--- config.mk ---
export PLATFORM = sky130hd
export DESIGN_NAME = regfile_sb
export DESIGN_NICKNAME = d
export VERILOG_FILES = /design/src/rtl/regfile_pkg.sv /design/src/rtl/regfile_scoreboard.sv /design/src/rtl/regfile_sb.sv
export SDC_FILE = /design/constraint.sdc
export NUM_CORES = 2
export LEC_CHECK = 0
export CAP_MARGIN = 20
export CORE_MARGIN = 4
export CORE_UTILIZATION = 50
export DETAILED_ROUTE_END_ITERATION = 12
export HOLD_SLACK_MARGIN = 0.06
export PLACE_DENSITY = 0.67
export SLEW_MARGIN = 20
export SYNTH_ARGS = -nofsm -noshare
export SYNTH_HDL_FRONTEND = slang
export SYNTH_SLANG_ARGS = --single-unit
--- constraint.sdc ---
create_clock -name clk -period 2.86 [get_ports clk]
set_input_delay 0.572 -clock clk [delete_from_list [all_inputs] [get_ports clk]]
set_output_delay 0.572 -clock clk [all_outputs]
set_load 0.05 [all_outputs]
--- src/rtl/regfile_pkg.sv ---
// Shared defaults and types for the rv32i register file and its scoreboard.
package regfile_pkg;

    localparam int unsigned XLEN_DEF = 32;
    localparam int unsigned NREG_DEF = 32;

    typedef logic [4:0]          reg_idx_t;
    typedef logic [XLEN_DEF-1:0] xword_t;

    localparam int unsigned ZERO_REG = 0;

endpackage

--- src/rtl/regfile_scoreboard.sv ---
// Busy-bit scoreboard: flush > issue-set > writeback-clear.
// rd_busy masks a register being cleared by the current writeback.
module regfile_scoreboard
    import regfile_pkg::*;
#(
    parameter int unsigned NREG = NREG_DEF,
    parameter int unsigned NRD  = 2,
    localparam int unsigned AW  = $clog2(NREG)
) (
    input  logic              clk,
    input  logic              rst,
    input  logic              iss_en,
    input  logic [AW-1:0]     iss_addr,
    input  logic              wr_en,
    input  logic [AW-1:0]     wr_addr,
    input  logic              flush,
    input  logic [NRD*AW-1:0] rd_addr,
    output logic [NRD-1:0]    rd_busy,
    output logic [NREG-1:0]   busy_vec
);

    localparam logic [AW-1:0] ZERO_IDX = AW'(ZERO_REG);

    logic [NREG-1:0] busy_q, busy_d;

    always_comb begin
        busy_d = busy_q;
        if (flush) begin
            busy_d = '0;
        end else begin
            if (wr_en && wr_addr != ZERO_IDX) begin
                busy_d[wr_addr] = 1'b0;
            end
            // Applied after the clear so a new producer supersedes the retiring one.
            if (iss_en && iss_addr != ZERO_IDX) begin
                busy_d[iss_addr] = 1'b1;
            end
        end
        busy_d[ZERO_REG] = 1'b0;
    end

    always_ff @(posedge clk or negedge rst) begin
        if (!rst) begin
            busy_q <= '0;
        end else begin
            busy_q <= busy_d;
        end
    end

    always_comb begin
        rd_busy = '0;
        for (int k = 0; k < NRD; k++) begin
            rd_busy[k] = busy_q[rd_addr[k*AW +: AW]]
                         & ~(wr_en && wr_addr == rd_addr[k*AW +: AW]);
        end
    end

    assign busy_vec = busy_q;

endmodule

--- src/rtl/regfile_sb.sv ---
// Integer register file with write-through read ports, hardwired x0 and busy-bit scoreboard.
// Define REGFILE_TRACE_EN to print committed writes and flushes in simulation.
module regfile_sb
    import regfile_pkg::*;
#(
    parameter int unsigned XLEN = XLEN_DEF,
    parameter int unsigned NREG = NREG_DEF,
    parameter int unsigned NRD  = 2,
    localparam int unsigned AW  = $clog2(NREG)
) (
    input  logic                clk,
    input  logic                rst,
    input  logic [NRD*AW-1:0]   rd_addr,
    output logic [NRD*XLEN-1:0] rd_data,
    output logic [NRD-1:0]      rd_busy,
    input  logic                wr_en,
    input  logic [AW-1:0]       wr_addr,
    input  logic [XLEN-1:0]     wr_data,
    input  logic                iss_en,
    input  logic [AW-1:0]       iss_addr,
    input  logic                flush,
    output logic [NREG-1:0]     busy_vec
);

    localparam logic [AW-1:0] ZERO_IDX = AW'(ZERO_REG);

    logic [XLEN-1:0] mem_q [NREG];
    logic [XLEN-1:0] mem_d [NREG];
    logic            wr_hit;

    assign wr_hit = wr_en && (wr_addr != ZERO_IDX);

    always_comb begin
        mem_d = mem_q;
        if (wr_hit) begin
            mem_d[wr_addr] = wr_data;
        end
    end

    always_ff @(posedge clk or negedge rst) begin
        if (!rst) begin
            for (int i = 0; i < NREG; i++) begin
                mem_q[i] <= '0;
            end
        end else begin
            mem_q <= mem_d;
        end
    end

    always_comb begin
        rd_data = '0;
        for (int k = 0; k < NRD; k++) begin
            if (rd_addr[k*AW +: AW] == ZERO_IDX) begin
                rd_data[k*XLEN +: XLEN] = '0;
            end else if (wr_hit && wr_addr == rd_addr[k*AW +: AW]) begin
                rd_data[k*XLEN +: XLEN] = wr_data;
            end else begin
                rd_data[k*XLEN +: XLEN] = mem_q[rd_addr[k*AW +: AW]];
            end
        end
    end

    regfile_scoreboard #(
        .NREG (NREG),
        .NRD  (NRD)
    ) u_scoreboard (
        .clk      (clk),
        .rst      (rst),
        .iss_en   (iss_en),
        .iss_addr (iss_addr),
        .wr_en    (wr_en),
        .wr_addr  (wr_addr),
        .flush    (flush),
        .rd_addr  (rd_addr),
        .rd_busy  (rd_busy),
        .busy_vec (busy_vec)
    );

`ifdef REGFILE_TRACE_EN
    always @(posedge clk) begin
        if (rst) begin
            if (wr_hit) begin
                $display("x%0d <= %h", wr_addr, wr_data);
            end
            if (flush) begin
                $display("scoreboard flush");
            end
        end
    end
`else
`endif

endmodule

ff_map.png
Other cells in grey.
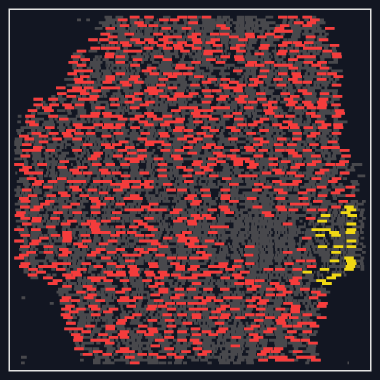
`u_scoreboard.busy_vec`: drawn in yellow, flops 31. `mem_q`: drawn in red, flops 1024, where widely spread.
Register Area: 26400 um^2
post-layout util: 65.4%
seq pwr: 19.7 mW

clock_nets.png
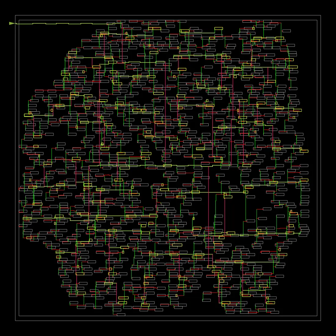
Flop Count: 1055
Clk power: 15.4 mW

==> results.toml <==
# yosys + openroad results
[global_routing]
antenna_found_initial = 5
grt_util_met3_pct = 8.77
track_usage_pct = 33.4

[cells_and_area]
final_cell_mix = "1055 x dfrtp_1, 992 x mux2_2, 472 x buf_4"
largest_reg_flops = 1024

[detailed_routing]
wl_met3_um = 21800
met1Wirelength_um = 80100
drt_first_pass_iters = 5
final_antenna_net_count = 0

[floorplan]
rows = 123

[synth]
ys_warn_count = 0
ys_top_logic_family = "multiplexers"
xor_share_pct = 0.154
edf_count = 0
synthMuxAreaShare_pct = 41.1
ys_sh_adder_pct = 0

[setup_path]
required_ps = 2290
crit_path_max_incr_delay_ps = 460
crit_start = "mem_q[574]"
cp_num_cells = 6

[timing]
fin_ws_ps = -350
finalSetupViolations = 66
max_slew_margin_pct = 56.7
clock_skew_ps = 0

[status]
violations = "setup timing"
status = "finished, violations left"

[clocking]
cts_made_buffers = 114
post_cts_buffers = 127
cts_root_buffer = "clkbuf_16"
floorplan.png
Pins as bars on the die edge.
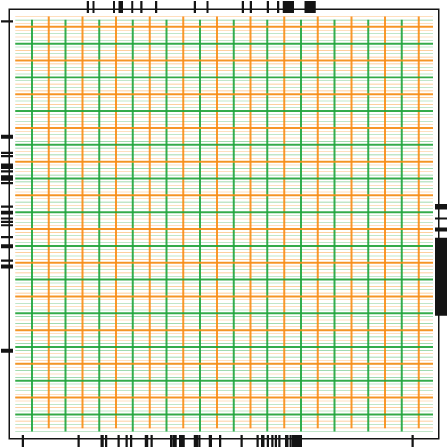
VDD: drawn in orange. VSS: drawn in green.
The core has 123 rows. 124 met1 rails follow the rows. 155 signal pins sit on the boundary. 24 straps on met5. 24 straps on met4.
Max rail drop VDD: 0.000517 V
Placeable Area: 113000 um^2
die width: 345 um
DIE HEIGHT: 345 um

closeup.png
Window x 61 to 111, y 234 to 284 um. Cells in grey, sequential cells in the stronger grey; small squares are vias.
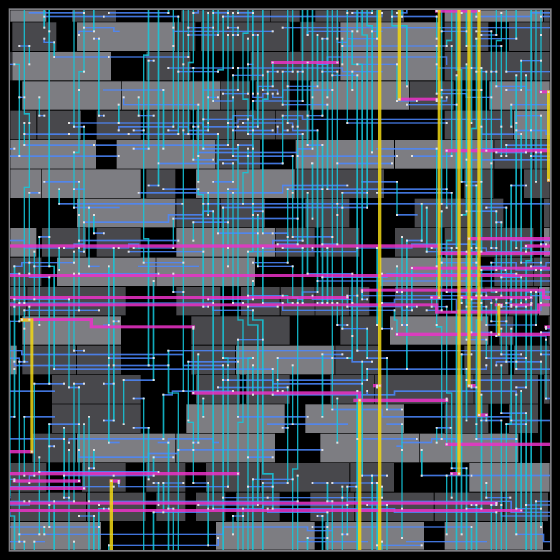
M2: drawn in cyan. M4: drawn in yellow. M1: drawn in blue. M3: drawn in magenta.
114 logic cells have their middle in the window. Most frequent: dfrtp_1 (33), mux2_2 (32). Sequential cells in the window: 33. Netlist names of flops here include `mem_q` (33).

==> worst paths after layout <==
kind                               endpoint  slack, ps
worst max-delay path            rd_data[30]       -350
worst min-delay path            mem_q[1007]        390
worst max register to register   mem_q[774]       1850
worst min register to register  mem_q[1007]        390
max in group asynchronous        mem_q[428]       1390
min in group asynchronous        mem_q[992]        430
==> cells in the mapped netlist (7+ instances only) <==
| cell | count | area (um^2) |
|---|---|---|
| a211oi_1 | 31 | 233 |
| a21oi_1 | 84 | 420 |
| a221oi_1 | 7 | 61.3 |
| a22o_1 | 75 | 657 |
| a22oi_1 | 94 | 706 |
| a31oi_1 | 33 | 206 |
| buf_1 | 28 | 105 |
| buf_2 | 162 | 811 |
| buf_4 | 48 | 360 |
| clkbuf_1 | 203 | 762 |
| dfrtp_1 | 1055 | 26400 |
| mux2_1 | 8 | 90.1 |
| mux2_2 | 996 | 11200 |
| mux2i_1 | 299 | 2990 |
| mux4_2 | 404 | 9100 |
| nand2_1 | 102 | 383 |
| nand3_1 | 22 | 110 |
| nand3b_1 | 9 | 67.6 |
| nor2_1 | 62 | 233 |
| nor2b_1 | 46 | 288 |
| nor3_1 | 47 | 235 |
| o2111ai_1 | 7 | 61.3 |
| o21ai_0 | 30 | 150 |
| o221a_2 | 7 | 78.8 |
| o221ai_1 | 9 | 78.8 |
| o22ai_1 | 63 | 394 |
| xnor2_1 | 10 | 87.6 |
==> layout make-up <==
type	instances	area, um^2	share of cell area [%]
Clock inverter	48	538	0.729
Antenna cell	4	10.0	0.0136
Multi-Input combinational cell	2509	30800	41.7
Inverter	1	3.75	0.00509
Clock buffer	163	3340	4.52
Sequential cell	1055	26400	35.8
Tap cell	1500	1880	2.54
Timing Repair Buffer	899	10900	14.7
Power and IR drop assume default switching activity.
